[config.mk]
export PLATFORM = sky130hd
export DESIGN_NAME = lspc_vram_arbiter
export DESIGN_NICKNAME = d
export VERILOG_FILES = /design/src/rtl/lspc_pkg.sv /design/src/rtl/lspc_slot_phase.sv /design/src/rtl/lspc_vram_arbiter.sv
export SDC_FILE = /design/constraint.sdc
export NUM_CORES = 1
export LEC_CHECK = 0
export CAP_MARGIN = 20
export CELL_PAD_IN_SITES_DETAIL_PLACEMENT = 1
export CELL_PAD_IN_SITES_GLOBAL_PLACEMENT = 2
export CORE_MARGIN = 5
export CORE_UTILIZATION = 23
export DETAILED_ROUTE_END_ITERATION = 10
export GPL_ROUTABILITY_DRIVEN = 1
export HOLD_SLACK_MARGIN = 0.12
export PLACE_DENSITY_LB_ADDON = 0.1
export SYNTH_ARGS = -nofsm -noshare
export SYNTH_HDL_FRONTEND = slang
export SYNTH_SLANG_ARGS = --single-unit
[constraint.sdc]
create_clock -name CLK_24M -period 2 [get_ports CLK_24M]
set_input_delay 0.4 -clock CLK_24M [delete_from_list [all_inputs] [get_ports CLK_24M]]
set_output_delay 0.4 -clock CLK_24M [all_outputs]
set_load 0.02 [all_outputs]
[src/rtl/lspc_pkg.sv]
// rtl/lspc_pkg.sv - shared types, constants and owner priority for the LSPC VRAM arbiter
package lspc_pkg;

   typedef enum logic [1:0] {
      OWN_IDLE = 2'd0,
      OWN_FIX  = 2'd1,
      OWN_SPR  = 2'd2,
      OWN_CPU  = 2'd3
   } owner_t;

   localparam logic [1:0] PH_ADDR      = 2'd0;
   localparam logic [1:0] PH_CAP       = 2'd3;
   localparam logic [2:0] DEF_FIX_SLOT = 3'd0;
   localparam logic [2:0] DEF_CPU_SLOT = 3'd4;

   // The fix slot is only reserved during active display; in blanking the CPU gets first pick.
   function automatic owner_t pick_owner(input logic vblank, input logic fix_slot,
                                         input logic cpu_slot, input logic fix_req,
                                         input logic spr_req, input logic cpu_req);
      owner_t own;
      own = OWN_IDLE;
      if (!vblank && fix_slot) begin
         if (fix_req) own = OWN_FIX;
      end else if (vblank || cpu_slot) begin
         if (cpu_req)      own = OWN_CPU;
         else if (spr_req) own = OWN_SPR;
      end else begin
         if (spr_req)      own = OWN_SPR;
         else if (cpu_req) own = OWN_CPU;
      end
      return own;
   endfunction

endpackage

[src/rtl/lspc_slot_phase.sv]
// rtl/lspc_slot_phase.sv - recovers the 4-clock pixel phase and slot index from the sync pixel counter
module lspc_slot_phase
   import lspc_pkg::*;
(
   input  logic       clk,
   input  logic       rst_n,
   input  logic [8:0] h_count,
   output logic [1:0] phase,
   output logic [2:0] slot,
   output logic       ph0
);

   logic [8:0] hcnt_q;
   logic [1:0] phase_q;
   logic       changed;

   assign changed = (h_count != hcnt_q);
   assign phase   = changed ? PH_ADDR : phase_q;
   assign ph0     = (phase == PH_ADDR);
   assign slot    = h_count[2:0];

   // A frozen counter lets phase_q wrap on its own, so slots keep running on the same index.
   always_ff @(negedge clk or negedge rst_n) begin
      if (!rst_n) begin
         hcnt_q  <= '0;
         phase_q <= '0;
      end else begin
         hcnt_q  <= h_count;
         phase_q <= changed ? 2'd1 : phase_q + 2'd1;
      end
   end

endmodule

[src/rtl/lspc_vram_arbiter.sv]
// rtl/lspc_vram_arbiter.sv - time-slot arbiter sharing the LSPC VRAM port between fix, sprite and CPU
module lspc_vram_arbiter
   import lspc_pkg::*;
#(
   parameter int         ADDR_W   = 16,
   parameter int         DATA_W   = 16,
   parameter logic [2:0] FIX_SLOT = DEF_FIX_SLOT,
   parameter logic [2:0] CPU_SLOT = DEF_CPU_SLOT
) (
   input  logic              CLK_24M,
   input  logic              nRESETP,
   input  logic [8:0]        H_COUNT,
   input  logic              VBLANK,
   input  logic              FIX_REQ,
   input  logic [ADDR_W-1:0] FIX_ADDR,
   output logic              FIX_VALID,
   output logic [DATA_W-1:0] FIX_RDATA,
   input  logic              SPR_REQ,
   input  logic [ADDR_W-1:0] SPR_ADDR,
   output logic              SPR_VALID,
   output logic [DATA_W-1:0] SPR_RDATA,
   input  logic              CPU_REQ,
   input  logic              CPU_WE,
   input  logic [ADDR_W-1:0] CPU_ADDR,
   input  logic [DATA_W-1:0] CPU_WDATA,
   output logic              CPU_ACK,
   output logic [DATA_W-1:0] CPU_RDATA,
   output logic [ADDR_W-1:0] VRAM_ADDR,
   output logic [DATA_W-1:0] VRAM_DOUT,
   output logic              VRAM_WE,
   input  logic [DATA_W-1:0] VRAM_DIN,
   output logic [1:0]        OWNER
);

   logic [1:0] phase;
   logic [2:0] slot;
   logic       ph0;
   owner_t     owner_q;
   owner_t     next_owner;
   logic       cpu_we_q;

   lspc_slot_phase u_phase (
      .clk     (CLK_24M),
      .rst_n   (nRESETP),
      .h_count (H_COUNT),
      .phase   (phase),
      .slot    (slot),
      .ph0     (ph0)
   );

   assign next_owner = pick_owner(VBLANK, slot == FIX_SLOT, slot == CPU_SLOT,
                                  FIX_REQ, SPR_REQ, CPU_REQ);
   assign OWNER      = owner_q;

   always_ff @(negedge CLK_24M or negedge nRESETP) begin
      if (!nRESETP) begin
         owner_q   <= OWN_IDLE;
         cpu_we_q  <= 1'b0;
         VRAM_ADDR <= '0;
         VRAM_DOUT <= '0;
         VRAM_WE   <= 1'b0;
         FIX_VALID <= 1'b0;
         FIX_RDATA <= '0;
         SPR_VALID <= 1'b0;
         SPR_RDATA <= '0;
         CPU_ACK   <= 1'b0;
         CPU_RDATA <= '0;
      end else begin
         FIX_VALID <= 1'b0;
         SPR_VALID <= 1'b0;
         CPU_ACK   <= 1'b0;
         if (ph0) begin
            owner_q  <= next_owner;
            cpu_we_q <= (next_owner == OWN_CPU) && CPU_WE;
            VRAM_WE  <= (next_owner == OWN_CPU) && CPU_WE;
            case (next_owner)
               OWN_FIX: begin
                  VRAM_ADDR <= FIX_ADDR;
                  VRAM_DOUT <= '0;
               end
               OWN_SPR: begin
                  VRAM_ADDR <= SPR_ADDR;
                  VRAM_DOUT <= '0;
               end
               OWN_CPU: begin
                  VRAM_ADDR <= CPU_ADDR;
                  VRAM_DOUT <= CPU_WDATA;
               end
               default: ;
            endcase
         end else begin
            // Strobe spans ph1-ph2 and is already low while the read data settles in ph3.
            VRAM_WE <= (phase == 2'd1) && (owner_q == OWN_CPU) && cpu_we_q;
            if (phase == PH_CAP) begin
               case (owner_q)
                  OWN_FIX: begin
                     FIX_VALID <= 1'b1;
                     FIX_RDATA <= VRAM_DIN;
                  end
                  OWN_SPR: begin
                     SPR_VALID <= 1'b1;
                     SPR_RDATA <= VRAM_DIN;
                  end
                  OWN_CPU: begin
                     CPU_ACK <= 1'b1;
                     if (!cpu_we_q) CPU_RDATA <= VRAM_DIN;
                  end
                  default: ;
               endcase
            end
         end
      end
   end

endmodule

==> results_dict.tcl <==
# implementation run metrics
set metrics [dict create \
    yosysMostFrequentCell "dfrtn_1" \
    drive_above_1_share_pct 49.4 \
    ioPinCount 182 \
    drtIter0Drc 141 \
    yosys_area_um2 4060 \
    grt_max_degree 33 \
    cts_setup_buffers 23 \
    maxCapViolCount 0 \
    worstMarginPinSlew_ps 474 \
    slowest_stage "or4_4" \
    drc 0 \
    cp.required_ps 1170 \
    use_met3_pct 4.12 \
    dieArea_um2 20400 \
    reg2reg_slack_ps -80 \
    cts_tree "yes" \
    fp-row-count 48 \
    post-dp-hpwl_um 9620 \
    r2r_start "OWNER[0]$_DFFE_NN0N_" \
    cp-end-kind "flop" \
    intPower_w 0.00378 \
    grt_pass1_vias 3967 \
    cpLargestDelayFamily "simple AND/OR/NAND/NOR gates" \
    diodes 0 \
    dieWidth_um 143 \
    gp_congestion 0.686 \
    largest_area_cell "dfrtn_1" \
    p_switching_w 0.00131 \
    crit_start "H_COUNT[2]" \
    combGateArea_um2 1770 \
    clock_latency_ps 350 \
    leakagePower_nw 3.77 \
    cts.reportedPaths.clkPinSlew_ps 50 \
    combinationalPowerShare_pct 20.4 \
    floorplan.core_util_pct 23.5 \
    skew_ps 5.97 \
    cp_common_cell "buf_12" \
    post-place-ws_ps -1550 \
    crit_type "in2reg" \
    setup_tns_ps -84530 \
    top_power_group "registers" \
    die_y_um 143 \
    status "complete, but fails checks" \
    numPortBuffers 181 \
    postCtsResizedCells 589 \
    dr.pass1.iters 5 \
    rsz0062_at_grt "yes" \
    top_cells_by_count "dfrtn_1 (98), mux2_2 (48), inv_1 (36), mux2i_1 (20), nand2_1 (20)" \
    crit_chain "buf_8 > or4_4 > mux2i_4 > a41oi_4 > buf_12 > buf_12 > mux2i_1" \
    fin_area_um2 7820 \
    met2_usage_pct 22.6 \
    grt-busiest-layer "met2" \
    synth_top_area_share_pct 60.4 \
    final_hold_viol_count 0 \
    hp-class "reg2reg" \
    swShare_pct 25.8 \
    setup.worst_path.start_class "primary input" \
    post_dp_cell_area_um2 6540 \
    ys.flop_type "dfrtn_1" \
    root_buffer "clkbuf_16" \
    cts.sinks 98 \
    synth_warnings 0 \
    seqPwrFrac_pct 42.5 \
    violations "negative setup slack" \
    worst-path-buf-inv 3 \
    fillers 1779 \
    powerClk_w 0.00189 \
    dp_cells 738 \
    total_power_w 0.00509 \
    arrival_ps 1950 \
    h-tree-depth 3 \
    fin_cells 802 \
    hold_path_startpoint "u_phase.phase_q[0]$_DFF_NN0_" \
    synth_nets 405 \
    pwr-share-clk_pct 37.1 \
    reg2regPathDepth 8 \
    final_nets 668 \
    synthTopCellsByArea "dfrtn_1 (60%), mux2_2 (13%), mux2i_1 (4.9%)" \
    pwr_density_cell_nw_per_um2 651 \
    syn-mean-instance-area_um2 13.1 \
    cp.depth 7 \
    async_flop_share_pct 100 \
    antenna_found_initial 0 \
    area_delta_synth_final_pct 92.7 \
    slew_headroom_pct 68.2 \
    powerComb_w 0.00104 \
    layout_setup_ws_ps -775 \
    ir_worst_vdd_mv 0.406 \
    holdWs_ps 437 \
    yosysSeqAreaShare_pct 60.4 \
    synth-edff-count 0 \
    crit_end "VRAM_ADDR[8]$_DFFE_NN0P_" \
    slowest_delay_ps 570 \
    setup_viol 175 \
    clockBufferDepth 2 \
    viasPerCell 4.39 \
    crit_fanout 8 \
    ys_cells 309 \
    grt_overflow 0 \
    synthCells 309 \
]
## area by class of cell
| type | count | share of cell area, % |
|---|---|---|
| Multi-Input combinational cell | 160 | 22.7 |
| Tap cell | 225 | 3.60 |
| Timing Repair Buffer | 267 | 36.5 |
| Clock inverter | 6 | 1.15 |
| Inverter | 36 | 1.73 |
| Clock buffer | 10 | 2.93 |
| Sequential cell | 98 | 31.4 |
## cells in the final DEF, fill, tap and decap left out, types with 2 or more instances in the layout
master	n
dfrtn_1	98
buf_6	97
clkdlybuf4s50_1	83
buf_4	61
inv_1	36
mux2_2	30
nand2_1	20
mux2i_1	19
mux2_4	18
a222oi_1	16
o22ai_2	12
clkbuf_16	11
buf_12	11
xor2_2	6
o22ai_4	4
buf_16	4
buf_8	3
xor2_4	2
nor3_2	2
nand4_1	2
nor2_2	2
or2_2	2
nor2_1	2
nor3_1	2
nand4_4	2
bufinv_16	2
clkinv_2	2
buf_2	2
clkdlybuf4s15_1	2
## worst min path at each step
stage | endpoint | slack (ps) | cells past startpoint
CTS | u_phase.phase_q[0]$_DFF_NN0_ | 430 | 1
global placement | u_phase.phase_q[0]$_DFF_NN0_ | 430 | 1
floorplan | u_phase.phase_q[0]$_DFF_NN0_ | 390 | 1
detailed placement | u_phase.phase_q[0]$_DFF_NN0_ | 430 | 1
global route | u_phase.phase_q[0]$_DFF_NN0_ | 480 | 1
finish | u_phase.phase_q[0]$_DFF_NN0_ | 440 | 1
## logic make-up after synthesis
family          synth area share [%]
flops                           60.4
mux                             18.2
buf+inv                         5.30
simple gates                    6.32
compound gates                  7.55
xor+xnor                        2.16
## layer usage
metal	up-vias	wire (um)
met5	-	0
met4	0	342
met3	18	1090
met2	138	7110
met1	1743	5860
li1	1619	-
Placed cells, one colour a class:
Scale bar: 50 um.
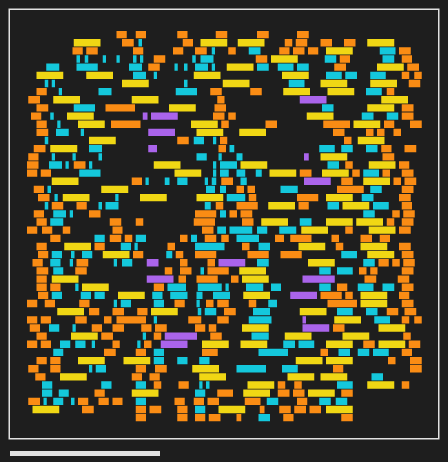
Orange marks other buffers and delay cells, cells 267. Yellow marks flops, cells 98. Purple marks clock drivers and dummy loads, cells 16. Cyan marks combinational and other logic, cells 196.
core box area: 17300 um2
final core utilization: 45.2%

Where the registers sit:
Scale bar: 50 um. Other sequential cells in the stronger grey, the rest of the logic in the fainter grey.
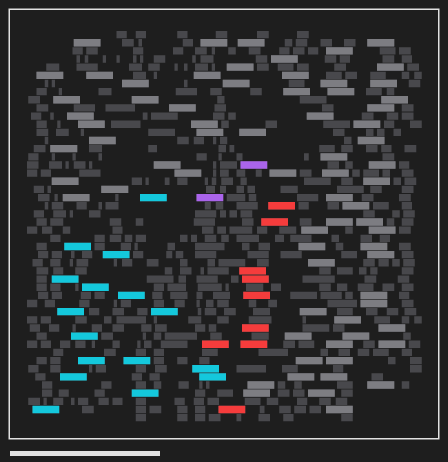
Red marks u_phase.hcnt_q, sequential cells 9. Cyan marks VRAM_ADDR, sequential cells 16. Purple marks u_phase.phase_q, sequential cells 2.
Another 71 sequential cells are not coloured.
sequential power: 0.00216 W
register area: 2450 um2
Seq/total area: 31.4%

Signal wires by layer:
Scale bar: 50 um. Two of the layers only.
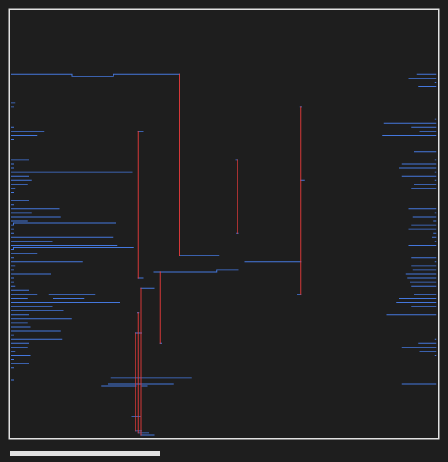
Blue marks metal 3, wire length 1090 um. Red marks metal 4, wire length 342 um.
final WL: 14400 um
Tot GR Track Use: 13.9%
vias: 3518

Routing congestion map:
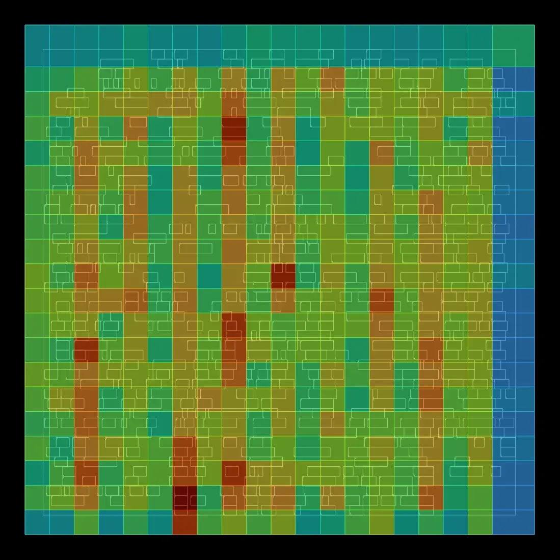
WL/cell: 18.0 um
met1 usage: 17.3%

Power figures rest on the tool's default switching activity, not on a simulated workload.
